Figure 1. The clock network (run 1).
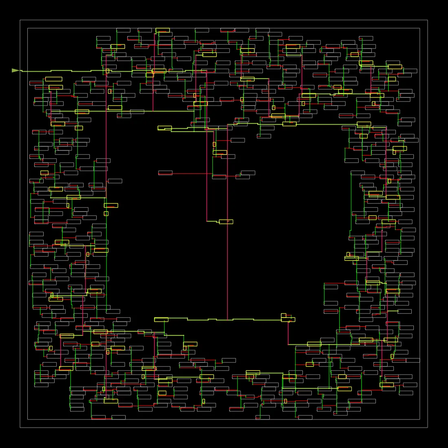
Figure 2. The metal 2 layer (run 1).
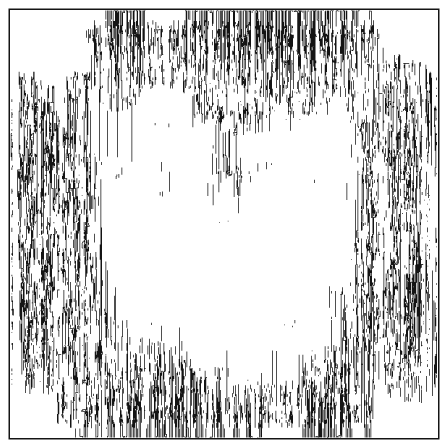
Figure 3. Sizing map (run 1).
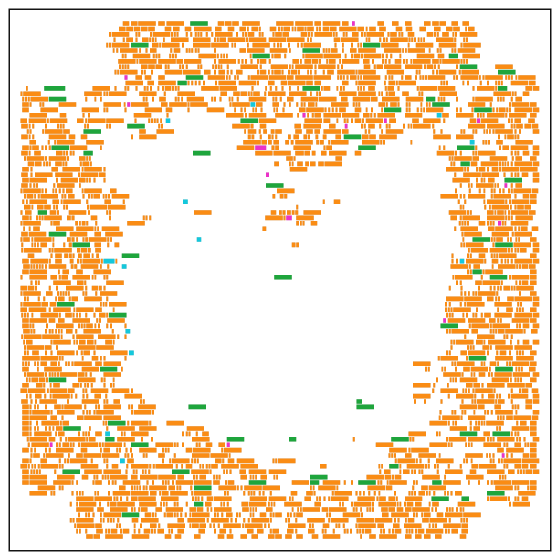
Figure 4. Cell classes on the final placement (run 1).
The bar under the picture is 100 µm long. Fill, decap, tap and diode cells in gray.
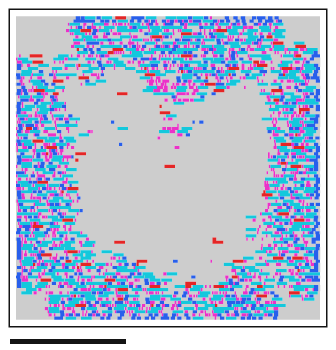
==> config.mk <==
export PLATFORM = sky130hd
export DESIGN_NAME = text_block_assembler_flat
export DESIGN_NICKNAME = d
export VERILOG_FILES = /design/src/rtl/text_link_pkg.sv /design/src/rtl/text_block_assembler_if.sv /design/src/rtl/text_block_assembler.sv /design/src/flat_wrapper.sv
export SDC_FILE = /design/constraint.sdc
export NUM_CORES = 1
export LEC_CHECK = 0
export ABC_CLOCK_PERIOD_IN_PS = 22300
export CORE_MARGIN = 5
export CORE_UTILIZATION = 35
export CTS_CLUSTER_DIAMETER = 150
export DETAILED_ROUTE_END_ITERATION = 16
export PLACE_DENSITY = 0.71
export RECOVER_POWER = 25
export SLEW_MARGIN = 25
export SYNTH_ARGS = -nofsm -noshare
export SYNTH_HDL_FRONTEND = slang
export SYNTH_SLANG_ARGS = --single-unit
==> constraint.sdc <==
create_clock -name clk -period 22.3 [get_ports clk]
set_input_delay 2.23 -clock clk [delete_from_list [all_inputs] [get_ports clk]]
set_output_delay 2.23 -clock clk [all_outputs]
set_load 0.005 [all_outputs]
==> Flow_metrics.wiki, run 1 <==
=== Physical design figures ===
{| class="wikitable"
! Metric !! Value
|-
| Count of state elements after synthesis || about 530
|-
| Most numerous logic cell after layout || sky130_fd_sc_hd__nand2_1
|-
| Total number of cells along the worst setup path || 6
|-
| Most frequent CP cell || sky130_fd_sc_hd__buf_4
|-
| Count of buffering cells on the critical path with inverters included || 6
|-
| Critical path data arrival time || 11.46 ns
|-
| Main logic family || simple AND/OR/NAND/NOR gates
|-
| Mux share || 0.000833
|-
| Slew HR || -4.56
|-
| Flop Count || around 530
|-
| Overflow left after global routing || 0
|-
| Gate Area || a little over 6000 µm²
|-
| Biggest area consumer among cell classes || flip-flops and latches
|-
| Met1 routed wirelength after detailed routing || around 25000 µm
|-
| Clock tree from TritonCTS || built
|-
| Post-route DRC violation count || 0
|-
| Cells taking the most area after synthesis || sky130_fd_sc_hd__dfrtp_1, sky130_fd_sc_hd__nand2_1, sky130_fd_sc_hd__buf_4
|-
| Seq pwr share || 0.442
|-
| Overall fraction of global-route tracks in use || 0.158
|-
| AND-OR/OR-AND Cells, Area Fraction || 0.00802
|-
| Number of buffers added for setup after CTS || 0
|-
| Setup TNS after final layout || 0 ns
|-
| Count of inverters other than clock inverters in the layout || 5
|-
| Number of inserted filler cells in the final layout || 6594
|-
| Violated checks || capacitance limit, slew limit
|-
| Largest delay contributor family on the critical path || buffers and inverters
|-
| Count of mapped cells out of synthesis || 2758
|-
| Cell count of the worst reg-to-reg path || 4
|-
| H-Tree Level Count || 2
|-
| Clock-pin slew reported for the worst setup and hold paths after clock tree synthesis || 0.06 ns
|-
| 1st-iter DRT viols || 1470
|-
| Max Clock Skew || 0.0240 ns
|-
| Final hold slack || 0.464 ns
|-
| Final Setup Violations || 0
|-
| Endpoint class of the critical path || asynchronous set/reset pin
|-
| Leakage power figure || between 10 and 15 nW
|-
| OpenROAD warning count || 35
|-
| CP Launch Type || input pin
|-
| Type of the worst setup path || in -> async
|-
| Final-report max-slew violation count || a little under 500
|-
| Status || finished with violations
|-
| Met3 usage in global routing || 0.0541
|-
| Number of flops mapped to enable cells by yosys || 0
|-
| Worst path slowest cell || sky130_fd_sc_hd__clkbuf_1
|-
| Logic share of the area || 0.224
|-
| Number of port buffers || 535
|-
| Count of synthesis-stage warnings from yosys || 0
|-
| Max Cap Viol || 4
|-
| Total count of hold-check failures in the final report || 0
|-
| Worst reg-to-reg setup slack || 14.31 ns
|-
| Maximum clock frequency || 0.0922 GHz
|-
| Top cells by instance count after synthesis || sky130_fd_sc_hd__nand2_1, sky130_fd_sc_hd__dfrtp_1, sky130_fd_sc_hd__buf_4
|-
| Critical Path, Cell by Cell || dlygate4sd3_1, clkinvlp_2, clkbuf_1, buf_4, buf_4, buf_4
|-
| Ports placed on the boundary || between 500 and 600
|-
| Xor/xnor share of the synthesized area || 0.00255
|-
| Yosys synthesis chip area || 24000 µm²
|-
| Root cell of the clock tree || sky130_fd_sc_hd__clkbuf_16
|}
Back to the opening pictures, Figure 1:
clk sinks: 530
Clk power: 879 µW
worst skew pair latency: 0.59 ns
Inserted Clock Buffers: 55
clkbuf count: 77

Back to the opening pictures, Figure 2:
main direction: vertical
share of all routed wire: 47%
nets with wire on the layer: 2104
wire length on this layer: 28.1 mm
longest straight run: 87.2 µm
final WL: 60100 µm
routing usage on met2: 0.254
via count of the routed design: 16200

Back to the opening pictures, Figure 3:
[magenta] _2 cells | cells: 16 | share: 0.58%
[orange] _0 and _1 cells | cells: 2681 | share: 96%
[green] _6 and larger | cells: 72 | share: 2.6%
[cyan] _3 and _4 cells | cells: 13 | share: 0.47%
area added between synthesis and finish: 15.7%
setup slack of the critical path after layout: 11.46 ns
Design Area, Final: 27800 µm²
Non-Clock Buffer Count: 553

Back to the opening pictures, Figure 4:
[red] clock drivers and dummy loads | cells: 93 | share of their area: 6.4%
[cyan] flops | cells: 530 | share of their area: 50%
[magenta] combinational and other logic | cells: 1606 | share of their area: 23%
[blue] other buffers and delay cells | cells: 553 | share of their area: 21%
CORE AREA: 68300 µm²
flip-flop and latch share of the layout cell area: 0.477
number of standard-cell rows in the floorplan: 96

-- run 1: power groups by stage --
stage          clock network [mW]  logic, mW  registers (mW)
5_1_grt                     0.943      0.789            1.28
2_1_floorplan                   0      0.571            1.23
3_5_place_dp                    0      0.737            1.28
6_report                    0.879      0.712            1.26
4_1_cts                     0.905      0.739            1.26
3_3_place_gp                    0      0.729            1.28
-- run 1: stage by stage --
stage	cells	util	worst slack (ns)	area [µm²]	power, mW
finish	3666	0.407	11.46	27800	2.85
global route	3664	0.407	9.43	27800	3.02
CTS	3663	0.407	15.94	27800	2.91
detailed placement	3570	0.383	15.28	26100	2.01
global placement	3570	0.383	15.27	26100	2.00
floorplan	2758	-	5.26	24000	1.80
==> run 2, diff against run 1 <==
--- a/config.mk
+++ b/config.mk
@@ -5,7 +5,7 @@
 export SDC_FILE = /design/constraint.sdc
 export NUM_CORES = 1
 export LEC_CHECK = 0
-export ABC_CLOCK_PERIOD_IN_PS = 22300
+export ABC_CLOCK_PERIOD_IN_PS = 10300
 export CORE_MARGIN = 5
 export CORE_UTILIZATION = 35
 export CTS_CLUSTER_DIAMETER = 150
==> constraint.sdc (replaced) <==
create_clock -name clk -period 10.3 [get_ports clk]
set_input_delay 1.03 -clock clk [delete_from_list [all_inputs] [get_ports clk]]
set_output_delay 1.03 -clock clk [all_outputs]
set_load 0.005 [all_outputs]
Figure 5. Sizing map (run 2).
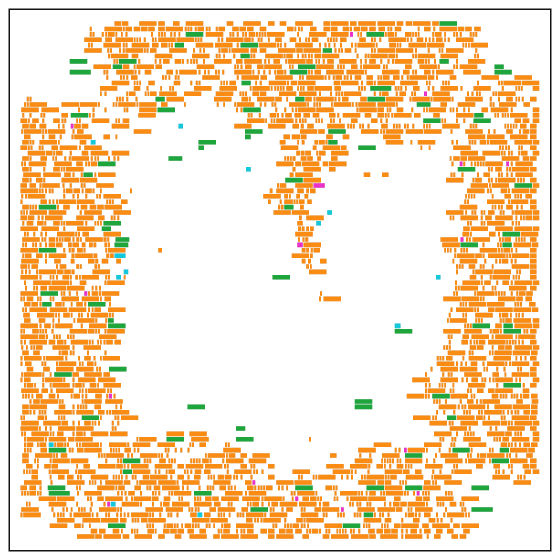
[cyan] _3 and _4 cells | cells: 13 | share: 0.47%
[orange] _0 and _1 cells | cells: 2674 | share: 96%
[magenta] _2 cells | cells: 16 | share: 0.57%
[green] _6 and larger | cells: 92 | share: 3.3%
setup slack of the critical path after layout: 4.64 ns
Design Area, Final: 28200 µm²
Non-Clock Buffer Count: 551

==> run 2 against run 1 <==
Net effect: the run still ends with capacitance limit, slew limit left; combinational power grew 120%; critical path depth shrank 1; die size is the same; non-clock buffer count shrank 2; worst setup slack lost 6.8 ns; sequential power grew 120%; sequential share of layout area shrank 0.61 points; clock-buffer cell count grew 8; clock power grew 150%; critical endpoint is now u_core.blk.data_out[454]$_DFFE_PP0P_.
==> Flow_metrics.wiki, run 2 <==
=== Physical design figures ===
{| class="wikitable"
! Metric !! Value
|-
| Top cells by instance count after synthesis || sky130_fd_sc_hd__nand2_1, sky130_fd_sc_hd__dfrtp_1, sky130_fd_sc_hd__buf_4
|-
| Critical path data arrival time || 6.24 ns
|-
| Final Setup Violations || 0
|-
| CORE AREA || 68300 µm²
|-
| Total number of cells along the worst setup path || 5
|-
| OpenROAD warning count || 34
|-
| Count of synthesis-stage warnings from yosys || 0
|-
| Total count of hold-check failures in the final report || 0
|-
| Worst path slowest cell || sky130_fd_sc_hd__clkbuf_1
|-
| Most frequent CP cell || sky130_fd_sc_hd__clkbuf_1
|-
| Count of inverters other than clock inverters in the layout || 5
|-
| 1st-iter DRT viols || 1183
|-
| Leakage power figure || 15.1 nW
|-
| Biggest area consumer among cell classes || flip-flops and latches
|-
| Critical Path, Cell by Cell || dlygate4sd3_1, clkinvlp_2, clkbuf_1, clkbuf_1, buf_12
|-
| Number of port buffers || ~540
|-
| Clkbuf count || approximately 85
|-
| Ports placed on the boundary || 536
|-
| Gate Area || between 6000 and 7000 µm²
|-
| Number of flops mapped to enable cells by yosys || 0
|-
| Inserted Clock Buffers || 58
|-
| Logic share of the area || 0.221
|-
| Flop Count || between 500 and 600
|-
| Final cell utilization of the core || 0.412
|-
| Max Cap Viol || 3
|-
| Clock-pin slew reported for the worst setup and hold paths after clock tree synthesis || 0.06 ns
|-
| Cells taking the most area after synthesis || sky130_fd_sc_hd__dfrtp_1, sky130_fd_sc_hd__nand2_1, sky130_fd_sc_hd__buf_4
|-
| Final-report max-slew violation count || 167
|-
| Count of state elements after synthesis || 530
|-
| Area added between synthesis and finish || 17.2%
|-
| Cell count of the worst reg-to-reg path || 5
|-
| Maximum clock frequency || ~0.18 GHz
|-
| Setup TNS after final layout || 0 ns
|-
| Total placed instance area || roughly 26000 µm²
|-
| Final WL || between 60000 and 70000 µm
|-
| Flip-flop and latch share of the layout cell area || 0.471
|-
| Status || finished with violations
|-
| Worst reg-to-reg setup slack || 5.20 ns
|-
| Yosys synthesis chip area || 24000 µm²
|-
| Endpoint class of the critical path || asynchronous set/reset pin
|-
| Post-route DRC violation count || 0
|-
| Violated checks || capacitance limit, slew limit
|-
| Largest delay contributor family on the critical path || buffers and inverters
|-
| Main logic family || simple AND/OR/NAND/NOR gates
|-
| CP Launch Type || input pin
|-
| Overall fraction of global-route tracks in use || 0.161
|-
| Slew HR || -1.43
|}
==> run 2: metrics by stage <==
step	setup WS [ns]	power [mW]	hold slack [ns]	instances
after floorplan	2.07	3.90	0.459	2758
after global placement	6.23	4.34	0.456	3568
after detailed placement	6.24	4.37	0.465	3568
after CTS	6.88	6.57	0.476	3676
after global routing	3.73	6.80	0.494	3677
final	4.64	6.44	0.462	3677
==> run 2: per-layer routing <==
layer  vias to the layer above  track usage  wire, µm
met2                       493        0.255     28400
met3                       106       0.0590      5430
li1                       7837            -         -
met4                         0       0.0538      2210
met5                         -            0         0
met1                      7682        0.205     25500
==> run 2: where the power goes <==
group | switching [mW] | internal [mW] | total (mW)
sequential | 0.299 | 2.42 | 2.72
clock | 0.871 | 1.30 | 2.17
combinational | 0.881 | 0.661 | 1.54
total | 2.05 | 4.39 | 6.44
No activity file was given, so power comes from the tool's default toggle rates.
